layers.png
Two of the layers only.
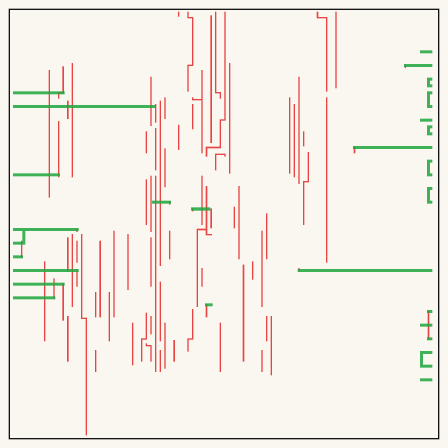
util_map.png
The bar under the picture is 10 um long. The die is cut into 9 by 9 equal tiles; white is low, dark blue is high, 0 to 100% covered.
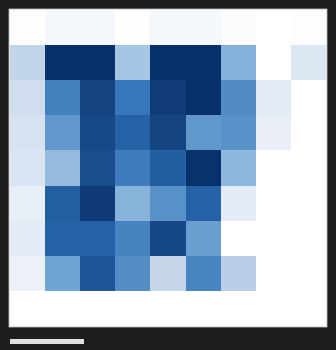
clock_nets.png
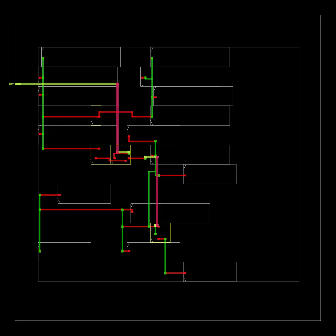
m1.png
Supply wires on this layer in grey.
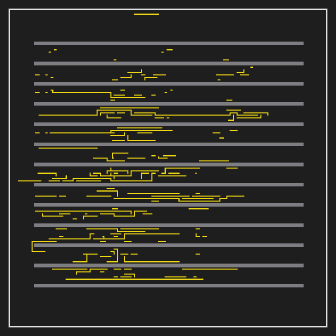
port_trees.png
The bar under the picture is 10 um long.
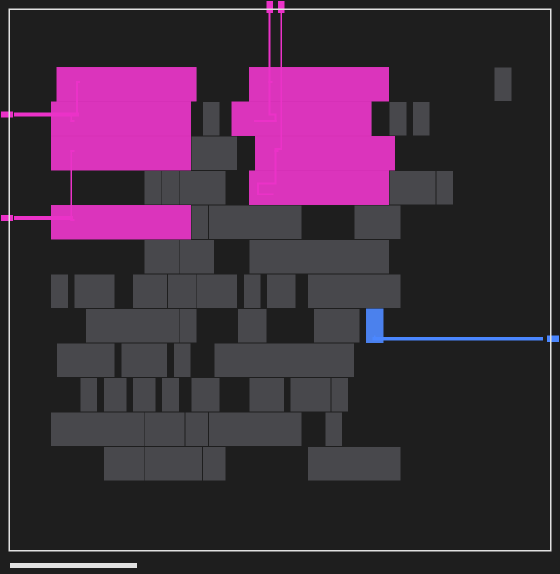
[src/rtl/sram_req_ctrl.sv]
// Valid/ready request front-end for a single-port synchronous SRAM.
// Reads return through a 2-entry response FIFO; out-of-range accesses never reach the array.
module sram_req_ctrl #(
   parameter int SIZE       = 16,
   parameter int DATA_WIDTH = 4,
   parameter int ADDR_WIDTH = 4
) (
   input  logic                  clk,
   input  logic                  rst,
   input  logic                  req_valid,
   output logic                  req_ready,
   input  logic                  req_rw,
   input  logic [ADDR_WIDTH-1:0] req_addr,
   input  logic [DATA_WIDTH-1:0] req_wdata,
   output logic                  rsp_valid,
   input  logic                  rsp_ready,
   output logic [DATA_WIDTH-1:0] rsp_rdata,
   output logic                  rsp_err,
   output logic                  wr_err,
   output logic                  mem_en,
   output logic                  mem_rw,
   output logic [ADDR_WIDTH-1:0] mem_addr,
   output logic [DATA_WIDTH-1:0] mem_wdata,
   input  logic [DATA_WIDTH-1:0] mem_rdata
);

   localparam logic [ADDR_WIDTH:0] SIZE_W = (ADDR_WIDTH + 1)'(SIZE);

   logic [1:0]            occ;
   logic                  rd_pend;
   logic                  rd_pend_err;
   logic                  head;
   logic                  tail;
   logic [DATA_WIDTH-1:0] fifo_data [2];
   logic [1:0]            fifo_err;

   logic acc;
   logic inrange;
   logic push;
   logic pop;

   assign inrange   = ({1'b0, req_addr} < SIZE_W);
   assign rsp_valid = (occ != 2'd0);
   assign pop       = rsp_valid && rsp_ready;
   assign push      = rd_pend;

   // A slot is reserved at accept time, so an in-flight read counts against the FIFO;
   // a same-cycle pop frees one, which makes rsp_ready -> req_ready combinational.
   assign req_ready = ((occ + {1'b0, rd_pend}) < 2'd2) || pop;
   assign acc       = req_valid && req_ready && !rst;

   assign mem_en    = acc && inrange;
   assign mem_rw    = req_rw;
   assign mem_addr  = req_addr;
   assign mem_wdata = req_wdata;

   // Head is gated so idle and post-reset outputs read as zero without clearing storage.
   assign rsp_rdata = rsp_valid ? fifo_data[head] : '0;
   assign rsp_err   = rsp_valid && fifo_err[head];

   // NOTE: state uses non-blocking assignments so every register samples pre-edge values.
   always_ff @(posedge clk) begin
      if (rst) begin
         occ         <= 2'd0;
         rd_pend     <= 1'b0;
         rd_pend_err <= 1'b0;
         wr_err      <= 1'b0;
         head        <= 1'b0;
         tail        <= 1'b0;
      end else begin
         rd_pend     <= acc && !req_rw;
         rd_pend_err <= acc && !req_rw && !inrange;
         if (acc && req_rw && !inrange) begin
            wr_err <= 1'b1;
         end
         if (push) begin
            tail <= ~tail;
         end
         if (pop) begin
            head <= ~head;
         end
         case ({push, pop})
            2'b10:   occ <= occ + 2'd1;
            2'b01:   occ <= occ - 2'd1;
            default: occ <= occ;
         endcase
      end
   end

   // NOTE: FIFO storage has no reset; occ and the output gating make stale entries invisible.
   always_ff @(posedge clk) begin
      if (push) begin
         fifo_data[tail] <= rd_pend_err ? '0 : mem_rdata;
         fifo_err[tail]  <= rd_pend_err;
      end
   end

endmodule

[config.mk]
export PLATFORM = sky130hd
export DESIGN_NAME = sram_req_ctrl
export DESIGN_NICKNAME = d
export VERILOG_FILES = /design/src/rtl/sram_req_ctrl.sv
export SDC_FILE = /design/constraint.sdc
export NUM_CORES = 1
export LEC_CHECK = 0
export CORE_MARGIN = 3
export CORE_UTILIZATION = 55
export DETAILED_ROUTE_END_ITERATION = 8
export DONT_BUFFER_PORTS = 1
export PLACE_DENSITY = 0.77
export SYNTH_ARGS = -nofsm -noshare
export SYNTH_HDL_FRONTEND = slang
export SYNTH_SLANG_ARGS = --single-unit
[constraint.sdc]
create_clock -name clk -period 2.85 [get_ports clk]
set_input_delay 0.285 -clock clk [delete_from_list [all_inputs] [get_ports clk]]
set_output_delay 0.285 -clock clk [all_outputs]
set_load 0.05 [all_outputs]
==> reports/qor.yml <==
run_status:
  status: "complete, no violations"
critical_path:
  critPathTopFamily: "simple AND/OR/NAND/NOR gates"
  start_kind: "register"
  r2r_start: "occ[0]$_SDFFE_PP0P_"
  cp_max_fo: 7
finish:
  fin_nets: 77
  drive_gt1_share_pct: 8.62
timing:
  relSlewSlack_pct: 37.9
  drv_slew: 0
  tns_ns: 0
  finalClockPeriodUsage_pct: 68.9
  setup_viol: 0
  max_clock_freq_ghz: 0.509
  fin_crit_ns: 1.96
synth:
  yosys.area.top_type_share_pct: 40.8
  ys_seq_share_pct: 57.1
  syn_area_per_cell_um2: 11.3
  ys_sh_adder_pct: 1.70
  common_cells: "nor2_1 (11), buf_4 (10), edfxtp_1 (10)"
  synth_flops: 16
power:
  clkPwrFrac_pct: 21.9
  p_clk_mw: 0.118
  leakage_nw: 0.251
  pg_comb_mw: 0.141
  ir_worst_vdd_mv: 0.399
  pwr-share-comb_pct: 26.2
  p_int_mw: 0.348
  sw_frac_of_total_pct: 35.5
routing:
  wl_met2_um: 437
  drtAntennaViolNets: 0
clock_network:
  numCtsBuffers: 3
  htreeDepth: 1
  cts_root_buf: "clkbuf_4"
floorplan:
  chipArea_um2: 1810
  num_rows: 12
  dieWidth_um: 42.6
place:
  dpl-instance-area_um2: 679
  gp_congestion: 0.725
global_routing:
  top_usage_layer: "met2"
run:
  warnings: 26
Notes on layers.png above:
M2: shown in red, wire length 438 um. M3: shown in green, wire length 88.9 um.
wire per inst: 13.5 um
Total Routing Usage GR: 12.1%
drt total wl: 970 um
vias post-DR: 393

Notes on util_map.png above:
The densest ninth of the die: centre. 32% of the tiles are nearly empty. The emptiest ninth of the die: lower right. The mean over all tiles is 38%. 25% of the tiles are over 75% full. The fullest tile reaches 100%.
core area: 1190 um^2
post-layout util: 59.5%
fp util: 62.0%

Notes on clock_nets.png above:
Flop Count: 16
clk_skew: 0.00287 ns

Notes on m1.png above:
The longest straight run is 18.4 um. The layer holds 42% of the routed length.
met1 usage: 14.0%

Notes on port_trees.png above:
mem_rdata: shown in magenta, bits 4, direction input, edge 2 left, 2 top, end cells 8, buffers 0, wire 47.0 um. rsp_err: shown in blue, bits 1, direction output, edge right, end cells 1, buffers 0, wire 13.3 um.
I/O pins: 35
Port-buffer cells: 0

sequential cells by signal, summed over array words and instances (netlist names), named ones only:
name	flops
fifo_err	2
tail	1
push	1
fifo_data	8
occ	2
head	1
final cells by class:
class / instances / area, um^2 / share of cell area, %
clock buffer: 4 / 26.3 / 3.72
multi-input combinational: 34 / 226 / 32.1
inverter: 4 / 15.0 / 2.13
tap: 14 / 17.5 / 2.48
sequential: 16 / 420 / 59.6
worst register-to-register path, stage by stage, from the launching register on:
cell and delay [ns]:
dfxtp_1 0.37, o21ai_0 0.30, inv_1 0.08, ha_1 0.32, or3_1 0.38, a21oi_1 0.14
Power and IR drop assume default switching activity.
